### I/O nets highlighted, run 1

Bar = 50 um.
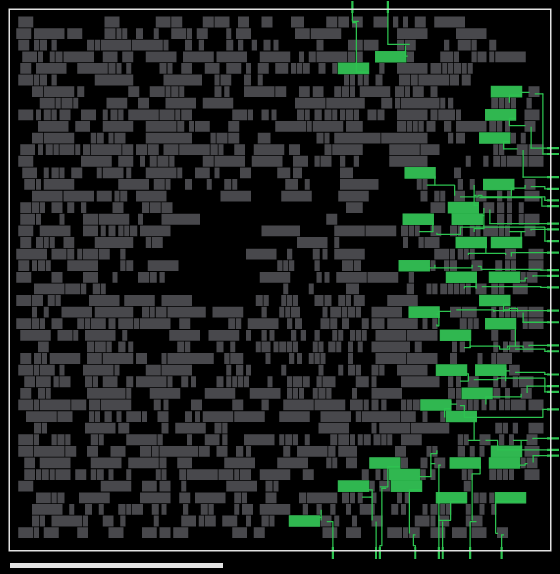
### Clock wiring as the flow saved it, run 1

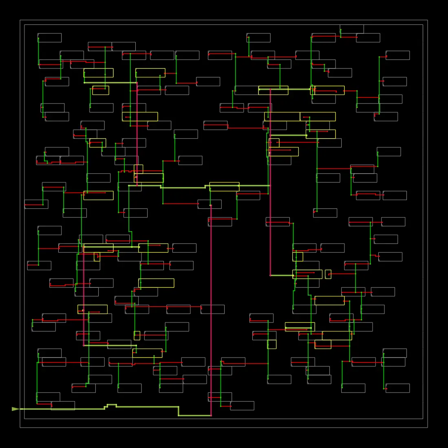
### Wiring by layer, run 1

Only two layers are drawn.
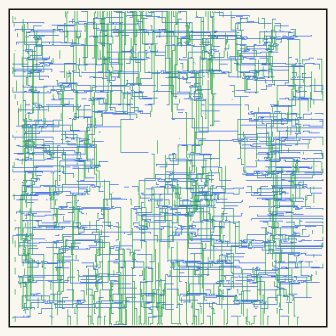
### Where the registers sit, run 1

Bar = 50 um.
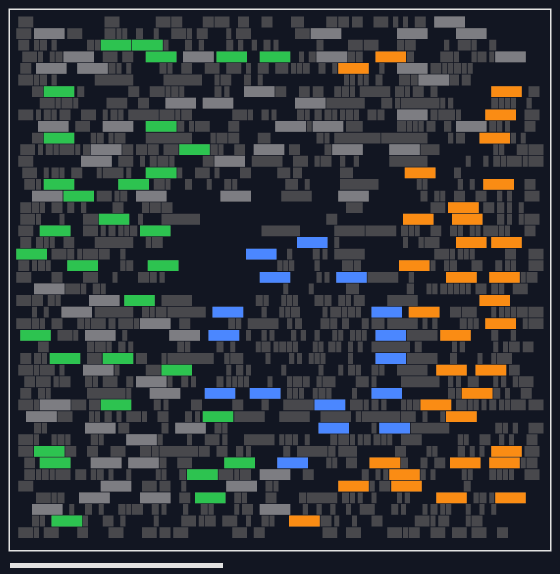
--- config.mk ---
export PLATFORM = sky130hd
export DESIGN_NAME = apb_cmd_sequencer
export DESIGN_NICKNAME = d
export VERILOG_FILES = /design/src/rtl/bridge_pkg.sv /design/src/rtl/apb_watchdog.sv /design/src/rtl/apb_cmd_sequencer.sv
export SDC_FILE = /design/constraint.sdc
export NUM_CORES = 1
export LEC_CHECK = 0
export ABC_AREA = 1
export CORE_MARGIN = 1
export CORE_UTILIZATION = 39
export DETAILED_ROUTE_END_ITERATION = 16
export PLACE_DENSITY_LB_ADDON = 0.08
export REMOVE_ABC_BUFFERS = 1
export SLEW_MARGIN = 20
export SYNTH_ARGS = -nofsm -noshare
export SYNTH_HDL_FRONTEND = slang
export SYNTH_SLANG_ARGS = --single-unit
export TNS_END_PERCENT = 5
--- constraint.sdc ---
create_clock -name rclk -period 1.9 [get_ports rclk]
set_input_delay 0.57 -clock rclk [delete_from_list [all_inputs] [get_ports rclk]]
set_output_delay 0.57 -clock rclk [all_outputs]
set_load 0.05 [all_outputs]
--- src/rtl/bridge_pkg.sv ---
// Shared definitions for the APB command bridge: command/response entry
// layouts, sequencer state encoding and the decoded command record.
package bridge_pkg;

    localparam int CMD_W          = 73;
    localparam int CMD_WRITE_BIT  = 72;
    localparam int CMD_ADDR_LSB   = 40;
    localparam int CMD_ADDR_W     = 32;
    localparam int CMD_WDATA_LSB  = 8;
    localparam int CMD_WDATA_W    = 32;
    localparam int CMD_STRB_LSB   = 4;
    localparam int CMD_STRB_W     = 4;
    localparam int CMD_PROT_LSB   = 1;
    localparam int CMD_PROT_W     = 3;
    localparam int CMD_RSPREQ_BIT = 0;

    localparam int RSP_W          = 34;
    localparam int RSP_ERR_BIT    = 33;
    localparam int RSP_WRITE_BIT  = 32;
    localparam int RSP_DATA_LSB   = 0;
    localparam int RSP_DATA_W     = 32;

    typedef enum logic [1:0] {IDLE, SETUP, ACCESS, RESP} seq_state_t;

    typedef struct packed {
        logic                   write;
        logic [CMD_ADDR_W-1:0]  addr;
        logic [CMD_WDATA_W-1:0] wdata;
        logic [CMD_STRB_W-1:0]  strb;
        logic [CMD_PROT_W-1:0]  prot;
        logic                   rsp_req;
    } cmd_t;

    function automatic cmd_t decode_cmd(input logic [CMD_W-1:0] e);
        cmd_t c;
        c.write   = e[CMD_WRITE_BIT];
        c.addr    = e[CMD_ADDR_LSB +: CMD_ADDR_W];
        c.wdata   = e[CMD_WDATA_LSB +: CMD_WDATA_W];
        c.strb    = e[CMD_STRB_LSB +: CMD_STRB_W];
        c.prot    = e[CMD_PROT_LSB +: CMD_PROT_W];
        c.rsp_req = e[CMD_RSPREQ_BIT];
        return c;
    endfunction

    // Reads always answer; writes only when the requester asked for it.
    function automatic logic needs_rsp(input cmd_t c);
        return !c.write || c.rsp_req;
    endfunction

endpackage

--- src/rtl/apb_watchdog.sv ---
// ACCESS-phase cycle counter; expired_o flags the last permitted cycle.
module apb_watchdog #(
    parameter int TIMEOUT_CYCLES = 256
) (
    input  logic clk_i,
    input  logic rst_ni,
    input  logic clr_i,
    input  logic en_i,
    output logic expired_o
);

    localparam int CW = $clog2(TIMEOUT_CYCLES);
    localparam logic [CW-1:0] LAST = CW'(TIMEOUT_CYCLES - 1);

    logic [CW-1:0] cnt_q;

    always_ff @(posedge clk_i) begin
        if (!rst_ni || clr_i) begin
            cnt_q <= '0;
        end else if (en_i) begin
            cnt_q <= cnt_q + CW'(1);
        end
    end

    assign expired_o = (cnt_q == LAST);

endmodule

--- src/rtl/apb_cmd_sequencer.sv ---
// Pops FWFT commands, runs each as an APB SETUP/ACCESS transfer and pushes
// read data or requested write completions into the response FIFO.
module apb_cmd_sequencer
    import bridge_pkg::*;
#(
    parameter int CMD_WIDTH      = 73,
    parameter int RSP_WIDTH      = 34,
    parameter int TIMEOUT_CYCLES = 256,
    parameter int CNT_WIDTH      = 16
) (
    input  logic                 rclk,
    input  logic                 reset_n,
    input  logic                 enable,
    input  logic [CMD_WIDTH-1:0] cmd_rdata,
    input  logic                 cmd_r_empty,
    output logic                 cmd_ren,
    output logic [RSP_WIDTH-1:0] rsp_wdata,
    output logic                 rsp_wen,
    input  logic                 rsp_w_full,
    output logic                 psel,
    output logic                 penable,
    output logic                 pwrite,
    output logic [31:0]          paddr,
    output logic [31:0]          pwdata,
    output logic [3:0]           pstrb,
    output logic [2:0]           pprot,
    input  logic [31:0]          prdata,
    input  logic                 pready,
    input  logic                 pslverr,
    output logic                 busy,
    output logic                 timeout_flag,
    input  logic                 timeout_clr,
    output logic [CNT_WIDTH-1:0] xfer_cnt
);

    seq_state_t           state_q;
    cmd_t                 head, cmd_q;
    logic                 psel_q, penable_q, rsp_wen_q, busy_q, timeout_q;
    logic [RSP_WIDTH-1:0] rsp_q, rsp_d;
    logic [CNT_WIDTH-1:0] xfer_q;
    logic                 wd_expired, pop, done, timed_out;

    assign head = decode_cmd(cmd_rdata);

    // Response space is reserved at pop time; nothing else writes that FIFO.
    assign pop = reset_n && (state_q == IDLE) && enable && !cmd_r_empty
                 && (!rsp_w_full || !needs_rsp(head));
    assign done      = (state_q == ACCESS) && (pready || wd_expired);
    assign timed_out = (state_q == ACCESS) && !pready && wd_expired;

    apb_watchdog #(.TIMEOUT_CYCLES(TIMEOUT_CYCLES)) u_watchdog (
        .clk_i     (rclk),
        .rst_ni    (reset_n),
        .clr_i     (state_q != ACCESS),
        .en_i      (state_q == ACCESS),
        .expired_o (wd_expired)
    );

    always_comb begin
        rsp_d = '0;
        rsp_d[RSP_WRITE_BIT] = cmd_q.write;
        if (pready) begin
            rsp_d[RSP_ERR_BIT] = pslverr;
            if (!cmd_q.write) rsp_d[RSP_DATA_LSB +: RSP_DATA_W] = prdata;
        end else begin
            rsp_d[RSP_ERR_BIT] = 1'b1;
        end
    end

    always_ff @(posedge rclk) begin
        if (!reset_n) begin
            state_q   <= IDLE;
            cmd_q     <= '0;
            psel_q    <= 1'b0;
            penable_q <= 1'b0;
            rsp_wen_q <= 1'b0;
            busy_q    <= 1'b0;
            rsp_q     <= '0;
            timeout_q <= 1'b0;
            xfer_q    <= '0;
        end else begin
            case (state_q)
                IDLE: if (pop) begin
                    cmd_q   <= head;
                    psel_q  <= 1'b1;
                    busy_q  <= 1'b1;
                    state_q <= SETUP;
                end
                SETUP: begin
                    penable_q <= 1'b1;
                    state_q   <= ACCESS;
                end
                ACCESS: if (done) begin
                    psel_q    <= 1'b0;
                    penable_q <= 1'b0;
                    rsp_q     <= rsp_d;
                    xfer_q    <= xfer_q + CNT_WIDTH'(1);
                    if (needs_rsp(cmd_q)) begin
                        rsp_wen_q <= 1'b1;
                        state_q   <= RESP;
                    end else begin
                        busy_q  <= 1'b0;
                        state_q <= IDLE;
                    end
                end
                RESP: begin
                    rsp_wen_q <= 1'b0;
                    busy_q    <= 1'b0;
                    state_q   <= IDLE;
                end
                default: state_q <= IDLE;
            endcase
            if (timed_out) timeout_q <= 1'b1;
            else if (timeout_clr) timeout_q <= 1'b0;
        end
    end

    assign cmd_ren      = pop;
    assign psel         = psel_q;
    assign penable      = penable_q;
    assign pwrite       = cmd_q.write;
    assign paddr        = cmd_q.addr;
    assign pwdata       = cmd_q.wdata;
    assign pstrb        = cmd_q.strb;
    assign pprot        = cmd_q.prot;
    assign rsp_wen      = rsp_wen_q;
    assign rsp_wdata    = rsp_q;
    assign busy         = busy_q;
    assign timeout_flag = timeout_q;
    assign xfer_cnt     = xfer_q;

endmodule

==> run summary, run 1 <==
Element type at the critical path start - input pin
CTS clock-pin slew for the worst setup and hold paths - 0.06 ns
Commonest Layout Cell - nand2_1
CTS H-tree lvls - 4
Yosys synthesis chip area - 6052 um^2
Fin. max-slew vios - 0
Register share after synthesis - 45.65%
Achievable Freq - 0.5477 GHz
Top cell by count, worst path - nand2_1
Crit-path max FO - 2
Worst-case vdd ir drop - 0.6312 mV
Met2 Usage GRT - 30.32%
Average instance area after synthesis - 7.257 um^2
Cell chosen for the clock root - clkbuf_16
Number of I/O port buffers - 240
Number of nets with antenna violations after detailed routing - 0
Synth Instances - 834
# DRC - 0
Number of global-route vias before repair - 5035
Worst Reg-to-Reg Cells - 11
HPWL Detailed - 10710 um
Total of max-cap violations - 0
Post-layout minimum cycle time - 1.826 ns
Number of antenna diodes - 0
Area of the die - 16020 um^2
Total clock sinks - 138
Clock tree from TritonCTS - yes
Clk latency late pin - 0.41 ns
Classification of the worst setup path - input pin to primary output
Standard-cell row count - 45
Grt met1 use - 24.19%
Area of the core - 15150 um^2
Floorplan-stage core utilization - 39.96%
Maximum number of pins on one net before global-route repair - 50
Final period utilization - 96.09%
Synthesis warning total - 0
Commonest cells after routing, fill and taps aside - nand2_1 (213), dfxtp_1 (138), buf_4 (130)
Worst path top cell family by delay - buffers and inverters
Antenna violations before repair - 0
Data required, critical path - 1.33 ns
Residual overflow from global routing - 0
Total of endpoints with negative setup slack in the final report - 0
Boundary pin count - 241
Vertical die dimension - 126.6 um
Arrival time of data at the critical path endpoint - 1.26 ns
Setup_tns - 0 ns
Worst-margin pin slew - 0.4348 ns
Buffering stage count on the worst path with inverters included - 3
Post-Synthesis Cell Area - 6052 um^2
Drt first pass iters - 4
Synth unique cells - 29
Path class of the lowest-slack min-delay path - flip-flop to flip-flop
Setup repair after global routing missed its margin - no
Area grow syn2layout - 43.35%
Worst reg2reg endpoint - xfer_cnt[10]
Critical register-to-register path startpoint - u_watchdog.cnt_q[0]
Yosys cell count - 834
Met3 routing resource usage after global routing - 8.351%
Final hold vios - 0
Post-synth regs - 138
Max-Slew Margin vs Limit - 71.01%
Highest-delay cell along the critical path - dlygate4sd2_1
Slowest cell delay on critical path - 0.24 ns
Horiz. Die Dim - 126.6 um
CP Cell Sequence - dlygate4sd2_1 > nand2_1 > nand2_1 > nand3_2 > clkinv_4 > buf_12
Weighted congestion at the end of routability-driven global placement - 0.7669
Routed vias/inst - 4.450
Max FFs per register - 34
Worst hold path depth - 2
Top Usage Layer GRT - met2
Worst reg-to-reg setup slack - 0.26 ns
Buffers from clock root to sink, at most - 2
Count of warning messages emitted by the tools - 25
Worst min-delay path endpoint - pstrb[1]
Final Core Density - 57.28%
LEAKAGE - 0.003582 uW
Critical path endpoint category - primary output
Min-delay src - pstrb[1]
First-pass GRT wire length - 24920 um
Initial DRC Count - 225
Final nets - 1119
Setup Skew - 0.005998 ns
Run status - complete, no violations
Fraction of layout cells with a size suffix above 1 - 19.47%
Total power density per cell area - 1079 nW/um^2
## Picture notes: 'I/O nets highlighted'
[green] rsp_wdata | bits: 34 | direction: output | end cells: 34 | wire: 674 um

## Picture notes: 'Clock wiring as the flow saved it'
total of clock buffers placed in the layout: 21
CTS Buf Count: 17

## Picture notes: 'Wiring by layer'
[green] met2 | wire length: 6800 um
[blue] met1 | wire length: 6900 um
routed len/inst: 12.74 um
number of vias after detailed routing: 5362
DRT Wirelength: 15350 um
total global routing track utilization: 19.66%

## Picture notes: 'Where the registers sit'
[blue] xfer_cnt | flops: 16
[orange] rsp_wdata | flops: 34 | where: a vertical strip on the right
[green] paddr | flops: 32

-- run 1: layer usage --
metal | up-vias | routed length [um] | share of wire (%)
met1 | 2314 | 6901 | 45
li1 | 2871 | - | -
met3 | 13 | 1456 | 9.5
met2 | 164 | 6804 | 44
met5 | - | 0 | 0
met4 | 0 | 185 | 1.2
-- run 1: worst max path at each step --
| stage | from | end | slack, ns | cells past startpoint |
|---|---|---|---|---|
| global placement | reset_n | cmd_ren | -0.36 | 6 |
| global route | enable | cmd_ren | 0.007 | 6 |
| CTS | cmd_rdata[0] | cmd_ren | 0.006 | 7 |
| detailed placement | reset_n | cmd_ren | -0.35 | 6 |
| finish | cmd_rdata[72] | cmd_ren | 0.07 | 6 |
| floorplan | enable | cmd_ren | -1.12 | 4 |
-- run 1: layout make-up --
cell class / count / area [um^2]
repair buffers: 264 / 2527
flip-flops and latches: 138 / 2763
inverters: 58 / 224.0
clock inverters: 11 / 167.7
well taps: 188 / 235.2
multi-input cells: 525 / 2288
clock buffers: 21 / 470.5
fillers: 1471 / 6470
-- run 1: worst register-to-register path, delay by kind of cell (launching register included) --
family                   cells  cell delay, ns
buffers and inverters        1            0.17
adder cells (fa/ha/maj)      1            0.20
AND/OR/NAND/NOR              9            0.79
flip-flops                   1            0.38
-- run 1: cell usage after synthesis, drive strengths merged --
master	number	share of area, %
a21oi	97	8.0
buf	92	12
clkbuf	21	1.3
clkinv	2	0.17
dfxtp	138	46
ha	2	0.41
inv	56	3.5
nand2	217	14
nand3	13	1.2
nand4	8	0.83
nor2	132	8.4
nor3	5	0.41
o211ai	1	0.12
o21ai	41	3.4
o21bai	1	0.12
or2	1	0.10
xnor2	3	0.43
xor2	4	0.58
-- run 1: kinds of logic (layout without fill, tap and decap cells) --
logic type	Yosys count	after routing	share of synthesized area [%]
AOI/OAI and AO/OA	140	140	11.66
xor gates and xnor gates	7	7	1.013
adders and majority gates	2	2	0.4134
buffers and inverters	171	354	16.66
DFF	138	138	45.65
and+or+nand+nor	376	376	24.60
-- run 1: power breakdown --
part / internal (uW) / leakage, uW / switching (uW)
clock: 2300 / 0.000309 / 1230
sequential: 3170 / 0.00112 / 152
combinational: 898 / 0.00216 / 1620
total: 6360 / 0.00358 / 3000
-- run 1: repair_timing --
| item | CTS | global route |
|---|---|---|
| buffers inserted | 1 | 0 |
| endpoints found under the hold margin | 0 | 0 |
| resized | 10 | 3 |
| endpoints found under the setup margin | 1 | 1 |
| hold buffers | 0 | 0 |
| gates cloned | 0 | 0 |
| pin swaps | 3 | 2 |
-- run 1: per-stage QoR --
| step | instance area [um^2] | setup slack (ns) | hold WS, ns | total power, uW | std cells |
|---|---|---|---|---|---|
| after global placement | 8029 | -0.3604 | 0.4468 | 5882 | 1172 |
| after global routing | 8676 | 0.007086 | 0.4772 | 9818 | 1205 |
| after detailed placement | 8029 | -0.3521 | 0.4537 | 5891 | 1172 |
| after floorplan | 5264 | -1.120 | 0.4303 | 4880 | 721 |
| after CTS | 8676 | 0.006158 | 0.4629 | 9478 | 1205 |
| final | 8676 | 0.07427 | 0.4624 | 9365 | 1205 |
### Layout detail, run 1

Window x 12 to 52, y 75 to 115 um. Cells in grey, sequential cells in the stronger grey; small squares are vias.
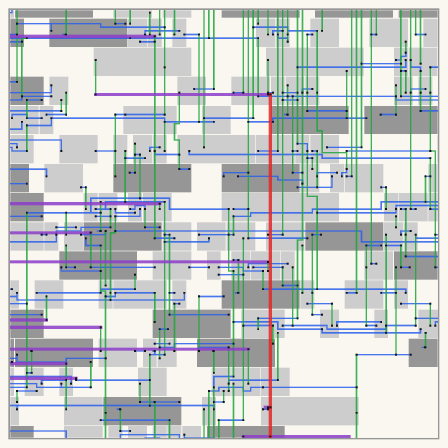

--- run 2 (diff from run 1) ---
--- a/config.mk
+++ b/config.mk
@@ -6,6 +6,7 @@
 export NUM_CORES = 1
 export LEC_CHECK = 0
 export ABC_AREA = 1
+export CORE_ASPECT_RATIO = 0.75
 export CORE_MARGIN = 1
 export CORE_UTILIZATION = 39
 export DETAILED_ROUTE_END_ITERATION = 16
### Layout detail, run 2

Window x 16 to 56, y 62 to 102 um. Cells in grey, sequential cells in the stronger grey; small squares are vias.
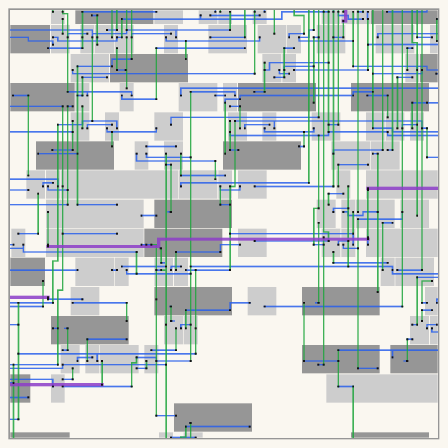
[purple] met3
[blue] met1
[green] met2
sequential cells in the window: 15
most frequent: nand2_1 (28), a21oi_1 (15), dfxtp_1 (15)
netlist names of flops here include: paddr (10), pwdata (3)
cells with their middle in the window: 85

==> run summary, run 2 <==
Final period utilization - 97.73%
Total clock sinks - 138
Path class of the lowest-slack min-delay path - flip-flop to flip-flop
Top Usage Layer GRT - met2
LEAKAGE - 0.003607 uW
Yosys synthesis chip area - 6052 um^2
CP Cell Sequence - dlygate4sd2_1 > nand2_1 > nor2_2 > nand3_2 > clkinv_4 > buf_12
Commonest Layout Cell - nand2_1
Element type at the critical path start - input pin
Sequential Power Share - 34.8%
Number of I/O port buffers - 240
Residual overflow from global routing - 0
Count of warning messages emitted by the tools - 25
Max-Slew Margin vs Limit - 77.12%
Final hold vios - 0
Setup repair after global routing missed its margin - no
Worst reg-to-reg setup slack - 0.24 ns
Leading post-synthesis cells by cell area - dfxtp_1 (46%), nand2_1 (13%), buf_4 (9.3%), a21oi_1 (8.0%), nor2_1 (8.0%)
Clock tree from TritonCTS - yes
Number of global-route vias before repair - 4900
CTS H-tree lvls - 4
Boundary pin count - 241
Vertical die dimension - 109.9 um
Area of the die - 16020 um^2
Yosys cell count - 834
Number of vias after detailed routing - 5488
Grt met1 use - 26.12%
Sw Ratio - 31.88%
WHS - 0.4613 ns
Worst setup path endpoint - cmd_ren
Worst Reg-to-Reg Cells - 10
Main flop type - dfxtp_1
Standard-cell row count - 39
Worst-case vdd ir drop - 0.6736 mV
Number of buffers added to fix hold violations after cts - 0
Clock power share - 38.7%
Floorplan-stage core utilization - 39.88%
Post-layout minimum cycle time - 1.857 ns
Total global routing track utilization - 19.62%
Async set-reset flop share out of synthesis - 0%
Critical path endpoint category - primary output
Data required, critical path - 1.33 ns
Arrival time of data at the critical path endpoint - 1.29 ns
Slowest cell delay on critical path - 0.23 ns
Area of the core - 15180 um^2
Number of antenna diodes - 0
HPWL Detailed - 11040 um
Buffers from clock root to sink, at most - 2
Synthesis warning total - 0
Fin. max-slew vios - 0
CTS clock-pin slew for the worst setup and hold paths - 0.05 ns
Worst-margin pin slew - 0.3432 ns
Worst reg2reg endpoint - rsp_wdata[30]
Synth Instances - 834
First-pass GRT wire length - 24730 um
Fraction of layout cells with a size suffix above 1 - 19.69%
Synth unique cells - 29
Clk latency late pin - 0.42 ns
Final Core Density - 57.39%
Run status - complete, no violations
Post-route cell area - 8710 um^2
Final nets - 1123
Met3 routing resource usage after global routing - 6.017%
Startpoint of the worst setup timing path - enable
Min-delay src - psel
Initial DRC Count - 296
Highest-delay cell along the critical path - dlygate4sd2_1
Maximum number of pins on one net before global-route repair - 74
CTS Buf Count - 17
Post-synth top area cell - dfxtp_1
Most instantiated library cell after synthesis - nand2_1
Setup Skew - 0.009674 ns
Antenna violations before repair - 0
Weighted congestion at the end of routability-driven global placement - 0.7717
Routed len/inst - 12.92 um
Post-Synthesis Cell Area - 6052 um^2
DRT Wirelength - 15840 um
Routed vias/inst - 4.476
Drt first pass iters - 4
Cell chosen for the clock root - clkbuf_16
Internal Dissipation - 6496 uW
Number of nets with antenna violations after detailed routing - 0
Post-synth regs - 138
Dpl cell area - 8043 um^2
Reported net switching power - 3040 uW
Max FFs per register - 34
Met2 Usage GRT - 30.21%
Register share after synthesis - 45.65%
Most frequent cells after synthesis - nand2_1 (213), dfxtp_1 (138), nor2_1 (129), a21oi_1 (97), buf_4 (75)
Combinational fraction of design power - 26.5%
Commonest cells after routing, fill and taps aside - nand2_1 (213), dfxtp_1 (138), buf_4 (137)
Critical register-to-register path startpoint - u_watchdog.cnt_q[0]
Average instance area after synthesis - 7.257 um^2
Achievable Freq - 0.5385 GHz
Share of Yosys cell area claimed by the top area cell type - 45.65%
Crit-path max FO - 2
Total power density per cell area - 1095 nW/um^2
## run 2: netlist changes by cell type in the layout (fill, tap and decap cells not counted), sizes merged
cell	delta
bufinv	+1
buf	+4
clkinvlp	-1
clkinv	-1
clkbuf	+1
## run 2: logic make-up (layout without fill, tap and decap cells)
family	after synthesis	count (layout)	synth area share, %
xor gates and xnor gates	7	7	1.013
AOI/OAI and AO/OA	140	140	11.66
buffers and inverters	171	358	16.66
DFF	138	138	45.65
adders and majority gates	2	2	0.4134
and+or+nand+nor	376	376	24.60
## run 2: how the worst min path moves through the flow
stage / endpoint / slack, ns / depth (start not counted)
6_report: psel / 0.46 / 2
5_1_grt: pstrb[3] / 0.48 / 2
4_1_cts: pwdata[11] / 0.47 / 2
3_5_place_dp: u_watchdog.cnt_q[0] / 0.46 / 1
3_3_place_gp: rsp_wen / 0.45 / 2
2_1_floorplan: u_watchdog.cnt_q[0] / 0.43 / 1
## run 2: metal layers
metal | vias to the layer above | part of all wire [%] | routed length, um
met1 | 2416 | 48 | 7668
met2 | 160 | 45 | 7056
li1 | 2891 | - | -
met3 | 21 | 5.6 | 884
met5 | - | 0 | 0
met4 | 0 | 1.4 | 227
## run 2: critical path, delay by kind of cell
family        cells  cell delay (ns)
buf+inv           3             0.44
simple gates      3             0.27
## run 2: power by group through the flow
stage,logic [uW],clock network [uW],registers [uW]
after floorplan,676,0,4200
final,2520,3690,3320
after CTS,2540,3780,3320
after global placement,2520,0,3370
after global routing,2710,3920,3350
after detailed placement,2530,0,3370
## run 2: final cells by class
type | count | area [um^2]
clock buffers | 22 | 474.2
multi-input cells | 525 | 2283
inverters | 58 | 224.0
fillers | 1501 | 6466
flip-flops and latches | 138 | 2763
clock inverters | 10 | 188.9
well taps | 205 | 256.5
repair buffers | 268 | 2520
## run 2: what timing repair did
item / in CTS / in global routing
gates resized: 11 / 1
buffers inserted: 1 / 0
endpoints found under the setup margin: 1 / 1
pin swaps: 2 / 2
endpoints found under the hold margin: 0 / 0
## run 2: through the flow
stage / instances / worst slack [ns] / setup TNS [ns] / power, uW
floorplan: 721 / -1.120 / -64.83 / 4880
global placement: 1193 / -0.3656 / -21.24 / 5893
detailed placement: 1193 / -0.3941 / -25.50 / 5901
CTS: 1226 / 0.02153 / 0 / 9639
global route: 1226 / 0.002772 / 0 / 9981
finish: 1226 / 0.04304 / 0 / 9536
### Wiring by layer, run 2

Only two layers are drawn.
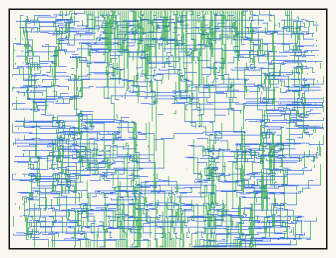

--- run 3 (diff from run 2) ---
--- a/config.mk
+++ b/config.mk
@@ -10,6 +10,7 @@
 export CORE_MARGIN = 1
 export CORE_UTILIZATION = 39
 export DETAILED_ROUTE_END_ITERATION = 16
+export GPL_TIMING_DRIVEN = 0
 export PLACE_DENSITY_LB_ADDON = 0.08
 export REMOVE_ABC_BUFFERS = 1
 export SLEW_MARGIN = 20
### Wiring by layer, run 3

Only two layers are drawn.
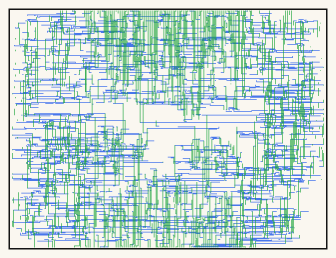
[blue] met1 | wire length: 8300 um
[green] met2 | wire length: 8040 um
number of vias after detailed routing: 5531
routed len/inst: 14.22 um
total global routing track utilization: 21.14%
DRT Wirelength: 17390 um

==> run summary, run 3 <==
Run status - finished, violations left
Violated checks - negative setup slack
Routed vias/inst - 4.522
Main kind of combinational logic by area - simple AND/OR/NAND/NOR gates
Commonest Layout Cell - nand2_1
Post-synth regs - 138
Worst slack at placement - -2.356 ns
Synthesis warning total - 0
HPWL Detailed - 10060 um
Setup_tns - -0.08526 ns
Number of nets with antenna violations after detailed routing - 0
Standard-cell row count - 39
Classification of the worst setup path - input pin to primary output
Count of flip-flops with a built-in enable after synthesis - 0
CTS clock-pin slew for the worst setup and hold paths - 0.06 ns
Critical path endpoint category - primary output
Fa+ha+maj area frac - 0.4135%
Drt first pass iters - 5
Average instance area after synthesis - 7.257 um^2
Setup repair after global routing missed its margin - yes
CTS H-tree lvls - 4
LEAKAGE - 0.003713 uW
Yosys cell count - 834
# DRC - 0
Register share after synthesis - 45.65%
Commonest cells after routing, fill and taps aside - nand2_1 (209), dfxtp_1 (138), nor2_1 (128)
Data required, critical path - 1.33 ns
Share of Yosys cell area claimed by the top area cell type - 45.65%
Residual overflow from global routing - 0
Element type at the critical path start - input pin
Vertical die dimension - 109.9 um
Worst path setup slack after routing - -0.08526 ns
Synth unique cells - 29
Tally of filler cells in the layout - 1489
Fraction of layout cells with a size suffix above 1 - 9.921%
Achievable Freq - 0.5037 GHz
Total clock sinks - 138
Max FFs per register - 34
MUX area fraction - 0%
Area of the core - 15180 um^2
Cell chosen for the clock root - clkbuf_16
AND-OR/OR-AND Cells, Area Fraction - 11.66%
Count of warning messages emitted by the tools - 27
First-pass GRT wire length - 26260 um
Weighted congestion at the end of routability-driven global placement - 0.8104
Antenna violations before repair - 0
Number of antenna diodes - 0
Most frequent cells after synthesis - nand2_1 (213), dfxtp_1 (138), nor2_1 (129), a21oi_1 (97), buf_4 (75)
Worst-case vdd ir drop - 0.6283 mV
Worst-margin pin slew - 0.6368 ns
Arrival time of data at the critical path endpoint - 1.42 ns
Area used by multi-input combinational logic - 2367 um^2
Number of I/O port buffers - 240
Synth Instances - 834
Most instantiated library cell after synthesis - nand2_1
Area used by sequential logic in the layout - 2763 um^2
Post-synth top area cell - dfxtp_1
Total power density per cell area - 1069 nW/um^2
Clock tree from TritonCTS - yes
Async set-reset flop share out of synthesis - 0%
Simple Share, Synth - 24.60%
Setup Skew - 0.009960 ns
Final hold vios - 0
Main flop type - dfxtp_1
XORs/XNORs by Area - 1.013%
Maximum number of pins on one net before global-route repair - 70
Total of endpoints with negative setup slack in the final report - 1
Boundary pin count - 241
Area grow syn2layout - 47.90%
Horiz. Die Dim - 145.8 um
Yosys synthesis chip area - 6052 um^2
Total of max-cap violations - 0
Floorplan-stage core utilization - 39.88%
Final period utilization - 104.5%
Fin. max-slew vios - 0
Path class of the lowest-slack min-delay path - input pin to flip-flop
Area of the die - 16020 um^2
Number of global-route vias before repair - 5020
CTS Buf Count - 17
Crit-path max FO - 2
Buffers from clock root to sink, at most - 2
Final nets - 1121
Post-layout minimum cycle time - 1.985 ns
Leading post-synthesis cells by cell area - dfxtp_1 (46%), nand2_1 (13%), buf_4 (9.3%), a21oi_1 (8.0%), nor2_1 (8.0%)
Clk latency late pin - 0.42 ns
Initial DRC Count - 291
Post-Synthesis Cell Area - 6052 um^2
Max-Slew Margin vs Limit - 57.40%
Number of buffers added to fix hold violations after cts - 0
run 3: cell counts after synthesis:
Identical to the previous run, type by type.
run 3: path summary, 6_finish.rpt:
kind | startpoint | slack [ns] | cells after the start | to
min reg2reg | timeout_flag | 0.46 | 2 | timeout_flag
max reg2reg | u_watchdog.cnt_q[0] | 0.22 | 9 | rsp_wdata[33]
max | cmd_rdata[72] | -0.09 | 7 | cmd_ren
min | reset_n | 0.40 | 3 | rsp_wdata[9]
run 3: power by group:
| part | total (uW) | switching (uW) | internal, uW |
|---|---|---|---|
| combinational | 2560 | 1730 | 835 |
| sequential | 3310 | 147 | 3170 |
| clock | 3690 | 1320 | 2370 |
run 3: cell type report:
cell class | instances | share of cell area [%]
repair inverters | 2 | 0.3634
flip-flops and latches | 138 | 30.86
clock buffers | 18 | 4.906
clock inverters | 13 | 2.418
repair buffers | 261 | 29.09
well taps | 205 | 2.866
inverters | 58 | 3.047
multi-input cells | 528 | 26.45
run 3: what timing repair did:
| item | CTS | global route |
|---|---|---|
| pin swaps | 4 | 6 |
| resized | 197 | 79 |
| gates cloned | 6 | 3 |
| buffers inserted | 7 | 7 |
| endpoints found under the setup margin | 246 | 100 |
run 3: per-layer routing:
layer  vias up  global-route usage (%)  wire (um)
li1       2907                       -          -
met1      2473                   27.67       8301
met2       137                   33.42       8040
met3        14                   5.519        881
met4         0                   8.271        165
met5         -                       0          0
run 3: kinds of logic (layout without fill, tap and decap cells):
kind of cell / Yosys count / after routing
simple gates: 376 / 379
buf+inv: 171 / 352
compound gates: 140 / 140
flops: 138 / 138
xor+xnor: 7 / 7
fa+ha+maj: 2 / 2
run 3: worst max-delay path, stage by stage:
cell and delay (ns):
dlygate4sd2_1 0.25, nand2_2 0.10, nand2_4 0.06, nand3_4 0.09
buf_16 0.14, clkinv_16 0.05, buf_12 0.14
run 3: per-stage QoR:
stage / cell area [um^2] / hold WS (ns) / utilization (%) / power [uW] / std cells
after global routing: 8951 / 0.4081 / 58.98 / 10010 / 1223
after CTS: 8826 / 0.3813 / 58.16 / 9541 / 1213
after floorplan: 5264 / 0.4303 / - / 4880 / 721
after global placement: 7923 / 0.4478 / 52.21 / 5824 / 1166
after detailed placement: 7995 / 0.4551 / 52.68 / 5851 / 1169
final: 8951 / 0.3982 / 58.98 / 9566 / 1223
No activity file was given, so power comes from the tool's default toggle rates.
